### Cell area per tile

Scale: 4 px per um. The die is cut into 10 by 6 equal tiles; white is low, dark blue is high, 0 to 100% covered.
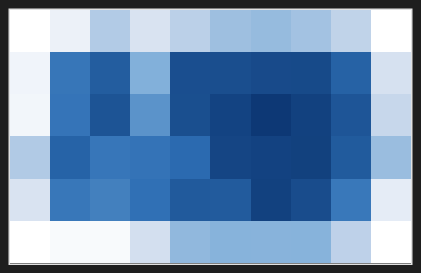
### M4 wires

Scale: 6 px per um. Supply wires on this layer in gray. Cells faint in the background.
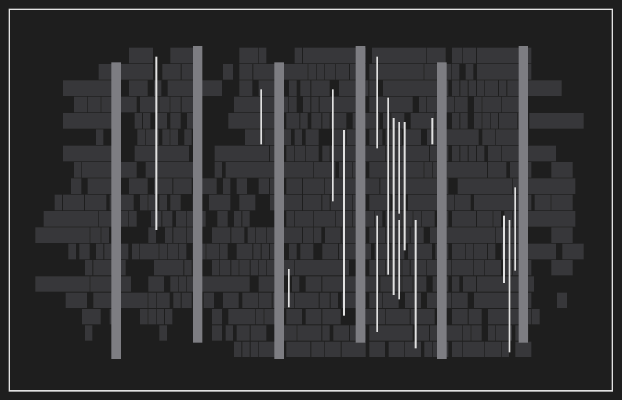
`src/rtl/lcd_pkg.sv`:
```
// Shared types and constants for the LCD panel power sequencer.
package lcd_pkg;

  localparam int LCD_TCNT_W = 10;

  typedef enum logic [3:0] {
    ST_OFF,
    ST_VDD_UP,
    ST_SIG_UP_VS,
    ST_SIG_UP,
    ST_RUN,
    ST_BL_DN,
    ST_SIG_DN_VS,
    ST_SIG_DN,
    ST_OFF_HOLD
  } lcd_pwr_state_t;

  typedef struct packed {
    logic vdd;
    logic txen;
    logic bl;
  } lcd_out_t;

  // Output-stage levels {vdd, txen, bl} for each group of states.
  localparam lcd_out_t OUT_DARK = 3'b000;
  localparam lcd_out_t OUT_VDD  = 3'b100;
  localparam lcd_out_t OUT_SIG  = 3'b110;
  localparam lcd_out_t OUT_RUN  = 3'b111;

  function automatic lcd_out_t lcd_out_decode(lcd_pwr_state_t s);
    case (s)
      ST_VDD_UP, ST_SIG_UP_VS, ST_SIG_DN: return OUT_VDD;
      ST_SIG_UP, ST_BL_DN, ST_SIG_DN_VS:  return OUT_SIG;
      ST_RUN:                             return OUT_RUN;
      default:                            return OUT_DARK;
    endcase
  endfunction

endpackage

```
`src/rtl/lcd_tick_timer.sv`:
```
// Prescaler plus 10-bit tick counter; done marks the last cycle of a
// load_val x TICK_DIV interval (or the first cycle when load_val is 0).
module lcd_tick_timer
  import lcd_pkg::*;
#(
  parameter int TICK_DIV = 27000
) (
  input  logic                  CLK,
  input  logic                  RESET_N,
  input  logic                  clr,
  input  logic [LCD_TCNT_W-1:0] load_val,
  output logic                  done
);

  localparam int PW = 20;
  localparam logic [PW-1:0] PRESC_MAX = PW'(TICK_DIV - 1);

  logic [PW-1:0]         presc;
  logic [LCD_TCNT_W-1:0] tcnt;
  logic                  tick;

  assign tick = (presc == PRESC_MAX);
  assign done = (load_val == '0) ||
                (tick && (tcnt == load_val - LCD_TCNT_W'(1)));

  // NOTE: sequential state uses non-blocking assignments so every flop
  // samples pre-edge values regardless of process evaluation order.
  always_ff @(posedge CLK or negedge RESET_N) begin
    if (!RESET_N) begin
      presc <= '0;
      tcnt  <= '0;
    end else if (clr) begin
      presc <= '0;
      tcnt  <= '0;
    end else if (tick) begin
      presc <= '0;
      if (tcnt != '1) tcnt <= tcnt + LCD_TCNT_W'(1);
    end else begin
      presc <= presc + PW'(1);
    end
  end

endmodule

```
`src/rtl/lcd_pwr_seq.sv`:
```
// Panel power sequencer: VDD -> video -> backlight on, reverse on power-down.
// Build option LCD_PWM_EN turns LCD_BL_EN into a BL_DUTY-driven PWM output.
module lcd_pwr_seq
  import lcd_pkg::*;
#(
  parameter int TICK_DIV  = 27000,
  parameter int T_VDD2SIG = 20,
  parameter int T_SIG2BL  = 200,
  parameter int T_BL2SIG  = 200,
  parameter int T_SIG2VDD = 20,
  parameter int T_OFF_MIN = 500,
  parameter int VS_TMO    = 100
) (
  input  logic       CLK,
  input  logic       RESET_N,
  input  logic       PWR_REQ,
  input  logic       TX_VS,
  input  logic [7:0] BL_DUTY,
  output logic       LCD_VDD_EN,
  output logic       TX_ENABLE,
  output logic       LCD_BL_EN,
  output logic       PWR_READY,
  output logic       BUSY
);

  lcd_pwr_state_t        state, state_next;
  logic [LCD_TCNT_W-1:0] load_val;
  logic                  tmr_clr, tmr_done;
  logic                  vs_q, first_cyc, vs_rise;
  logic                  pwm_on;
  lcd_out_t              dec_next;

  assign tmr_clr  = (state_next != state);
  assign dec_next = lcd_out_decode(state_next);
  // Edges already present on the entry cycle of a *_VS state are discarded.
  assign vs_rise  = TX_VS && !vs_q && !first_cyc;

  lcd_tick_timer #(.TICK_DIV(TICK_DIV)) u_timer (
    .CLK      (CLK),
    .RESET_N  (RESET_N),
    .clr      (tmr_clr),
    .load_val (load_val),
    .done     (tmr_done)
  );

  // NOTE: every variable written in always_comb gets a default first so no
  // path leaves it unassigned, which would infer a latch.
  always_comb begin
    load_val = '0;
    case (state)
      ST_VDD_UP:                  load_val = LCD_TCNT_W'(T_VDD2SIG);
      ST_SIG_UP_VS, ST_SIG_DN_VS: load_val = LCD_TCNT_W'(VS_TMO);
      ST_SIG_UP:                  load_val = LCD_TCNT_W'(T_SIG2BL);
      ST_BL_DN:                   load_val = LCD_TCNT_W'(T_BL2SIG);
      ST_SIG_DN:                  load_val = LCD_TCNT_W'(T_SIG2VDD);
      ST_OFF_HOLD:                load_val = LCD_TCNT_W'(T_OFF_MIN);
      default:                    load_val = '0;
    endcase
  end

  always_comb begin
    state_next = state;
    case (state)
      ST_OFF:       if (PWR_REQ) state_next = ST_VDD_UP;
      ST_VDD_UP:    if (!PWR_REQ)                 state_next = ST_SIG_DN;
                    else if (tmr_done)            state_next = ST_SIG_UP_VS;
      ST_SIG_UP_VS: if (!PWR_REQ)                 state_next = ST_SIG_DN;
                    else if (vs_rise || tmr_done) state_next = ST_SIG_UP;
      ST_SIG_UP:    if (!PWR_REQ)                 state_next = ST_BL_DN;
                    else if (tmr_done)            state_next = ST_RUN;
      ST_RUN:       if (!PWR_REQ)                 state_next = ST_BL_DN;
      ST_BL_DN:     if (tmr_done)                 state_next = ST_SIG_DN_VS;
      ST_SIG_DN_VS: if (vs_rise || tmr_done)      state_next = ST_SIG_DN;
      ST_SIG_DN:    if (tmr_done)                 state_next = ST_OFF_HOLD;
      ST_OFF_HOLD:  if (tmr_done)                 state_next = ST_OFF;
      default:                                    state_next = ST_OFF;
    endcase
  end

  // Outputs are decoded from the next state so they change on the same edge
  // as the state register.
  always_ff @(posedge CLK or negedge RESET_N) begin
    if (!RESET_N) begin
      state      <= ST_OFF;
      vs_q       <= 1'b0;
      first_cyc  <= 1'b0;
      LCD_VDD_EN <= 1'b0;
      TX_ENABLE  <= 1'b0;
      LCD_BL_EN  <= 1'b0;
      PWR_READY  <= 1'b0;
      BUSY       <= 1'b0;
    end else begin
      state      <= state_next;
      vs_q       <= TX_VS;
      first_cyc  <= tmr_clr;
      LCD_VDD_EN <= dec_next.vdd;
      TX_ENABLE  <= dec_next.txen;
      LCD_BL_EN  <= dec_next.bl & pwm_on;
      PWR_READY  <= (state_next == ST_RUN);
      BUSY       <= (state_next != ST_OFF) && (state_next != ST_RUN);
    end
  end

`ifdef LCD_PWM_EN
  logic [7:0] pwm_cnt, duty_q;

  // Duty is latched at wrap so a period never mixes two duty values.
  always_ff @(posedge CLK or negedge RESET_N) begin
    if (!RESET_N) begin
      pwm_cnt <= '0;
      duty_q  <= '0;
    end else begin
      pwm_cnt <= pwm_cnt + 8'd1;
      if (pwm_cnt == 8'hFF) duty_q <= BL_DUTY;
    end
  end

  assign pwm_on = (pwm_cnt < duty_q);
`else
  logic unused_bl_duty;
  assign unused_bl_duty = ^BL_DUTY;
  assign pwm_on         = 1'b1;
`endif

endmodule

```
`config.mk`:
```
export PLATFORM = sky130hd
export DESIGN_NAME = lcd_pwr_seq
export DESIGN_NICKNAME = d
export VERILOG_FILES = /design/src/rtl/lcd_pkg.sv /design/src/rtl/lcd_tick_timer.sv /design/src/rtl/lcd_pwr_seq.sv
export SDC_FILE = /design/constraint.sdc
export NUM_CORES = 1
export LEC_CHECK = 0
export ABC_AREA = 1
export CAP_MARGIN = 0
export CORE_ASPECT_RATIO = 0.6
export CORE_MARGIN = 4
export CORE_UTILIZATION = 50
export CTS_CLUSTER_SIZE = 24
export DETAILED_ROUTE_END_ITERATION = 8
export PLACE_DENSITY = 0.72
export SYNTH_ARGS = -nofsm -noshare
export SYNTH_HDL_FRONTEND = slang
export SYNTH_SLANG_ARGS = --single-unit
```
`constraint.sdc`:
```
create_clock -name CLK -period 2.63 [get_ports CLK]
set_input_delay 0.263 -clock CLK [delete_from_list [all_inputs] [get_ports CLK]]
set_output_delay 0.263 -clock CLK [all_outputs]
set_load 0.05 [all_outputs]
```
==> Slide: Implementation Results <==
Key Metrics from the Run

Final layout
  • Plain + repair buffers: 58
  • Flops: 40
  • Dominant logic cell types in the final layout: nand2_1 (61), inv_1 (43), buf_4 (42)
  • MI comb cells: 252
  • Clkbuf count: 5
  • Largest register FFs: 20
  • Seq/total area: 28.9%
  • Diode count: 0
  • Buffer share of cell area: 15.0%
  • Largest cell class: multi-input combinational cells

Power and ir drop
  • Design Power: 1.06 mW
  • Sw Share: 23.7%
  • Static Leak: 1.68 nW
  • Peak supply drop: 0.000211 V
  • Pwr top: registers
  • Clk pwr share: 39.7%
  • P_sw: 0.250 mW

Outcome
  • Failing checks: negative setup slack
  • Status: finished with violations

Synth
  • Fa+ha+maj area frac: 1.96%
  • Top cell type's share of synthesized area: 39.2%
  • Most numerous cell in the Yosys netlist: nand2_1
  • Cell area leaders: dfrtp_1 (39%), nand2_1 (11%), nand3_1 (9.0%)
  • Synthesized area per cell: 7.28 um2
  • Synth async-reset ratio: 100%
  • XOR/XNOR Area Share: 8.92%

Global route
  • Initial antenna violation count: 0
  • Number of global-route vias before repair: 2462
  • First-pass GRT wire length: 11900 um

Drt
  • Final wirelength: 7700 um
  • WL/cell: 16.2 um
  • DRT Pass-1 Iters: 5

Clock tree
  • CTS Buf Count: 5
  • CTS root buffer: clkbuf_8
  • Hold_buf cts: 0
  • Clk buf depth: 2
  • Clk latency late pin: 300 ps
  • Clk slew on worst S/H paths: 80 ps
  • Cts repair resizes: 24

STA
  • Endpoints failing setup: 36
  • Worst-Margin Slew: 872 ps
  • Cycle use final: 119%
  • Slew headroom: 41.9%
  • Final Worst Setup Slack: -488 ps

Place
  • Area after DPL: 2980 um2
  • DP Wirelength: 4470 um

Run
  • Tool warnings: 38
  • Max-Cap Viols: 0

Floorplanning
  • Cell Rows: 19
  • Core region area: 4750 um2

Critical path
  • CP Launch Type: flop
  • Slowest-stage cell, CP: dfrtp_2
-- 'Cell area per tile' (at the start) --
densest ninth of the die: center
tiles over 75% full: 37%
mean over tiles: 54%

-- 'M4 wires' (at the start) --
nets with wire on the layer: 15
main direction: vertical
longest straight run: 30.6 um
wire length on this layer: 305 um

[metrics by stage]
stage	worst slack [ps]	utilization (%)	hold slack (ps)	cells	TNS [ps]
after detailed placement	-311	62.7	431	448	-8680
after global placement	-255	62.7	427	448	-7280
after CTS	-248	69.8	104	471	-6380
final	-488	73.3	63.1	475	-15390
after floorplan	-132	-	-32.6	351	-2880
after global routing	-649	73.3	147	475	-21340
[worst reg2reg max path, cell delays in order, from the launching register on]
cell and delay, ps:
dfrtp_2 480, buf_12 160, nand2_8 80, nor2_4 50, nor2_4 130, nand2_2 70
inv_2 80, ha_4 210, nand2_2 70, nand3_2 80, nor2_2 100, nand3_1 70
nor2_1 110, nand3_1 90, nor2_2 170, nand2_4 120, nand3_2 100, nand2_2 60
inv_2 50, nand2_2 50, nand2_2 60, nand3_2 90, nor2_4 190, buf_12 140
buf_12 120, nand3_1 70, nand2_1 60
[path summary, 6_finish.rpt]
check,from,cells after the start,slack (ps),endpoint
setup / recovery,state[2]$_DFF_PN0_,26,-490,u_timer.tcnt[4]$_DFFE_PN0P_
min in group CLK,TX_VS,1,420,vs_q$_DFF_PN0_
max in group asynchronous,RESET_N,1,1960,state[3]$_DFF_PN0_
hold / removal,RESET_N,1,60,state[1]$_DFF_PN0_
setup reg to reg,state[2]$_DFF_PN0_,26,-490,u_timer.tcnt[4]$_DFFE_PN0P_
hold reg to reg,u_timer.presc[0]$_DFF_PN0_,1,500,u_timer.presc[0]$_DFF_PN0_
[routing by layer]
metal | part of all wire [%] | GRT usage [%]
met5 | 0 | 0
met4 | 4.0 | 8.07
met3 | 8.5 | 6.50
met2 | 44 | 35.2
met1 | 43 | 33.9
Power and IR drop assume default switching activity.
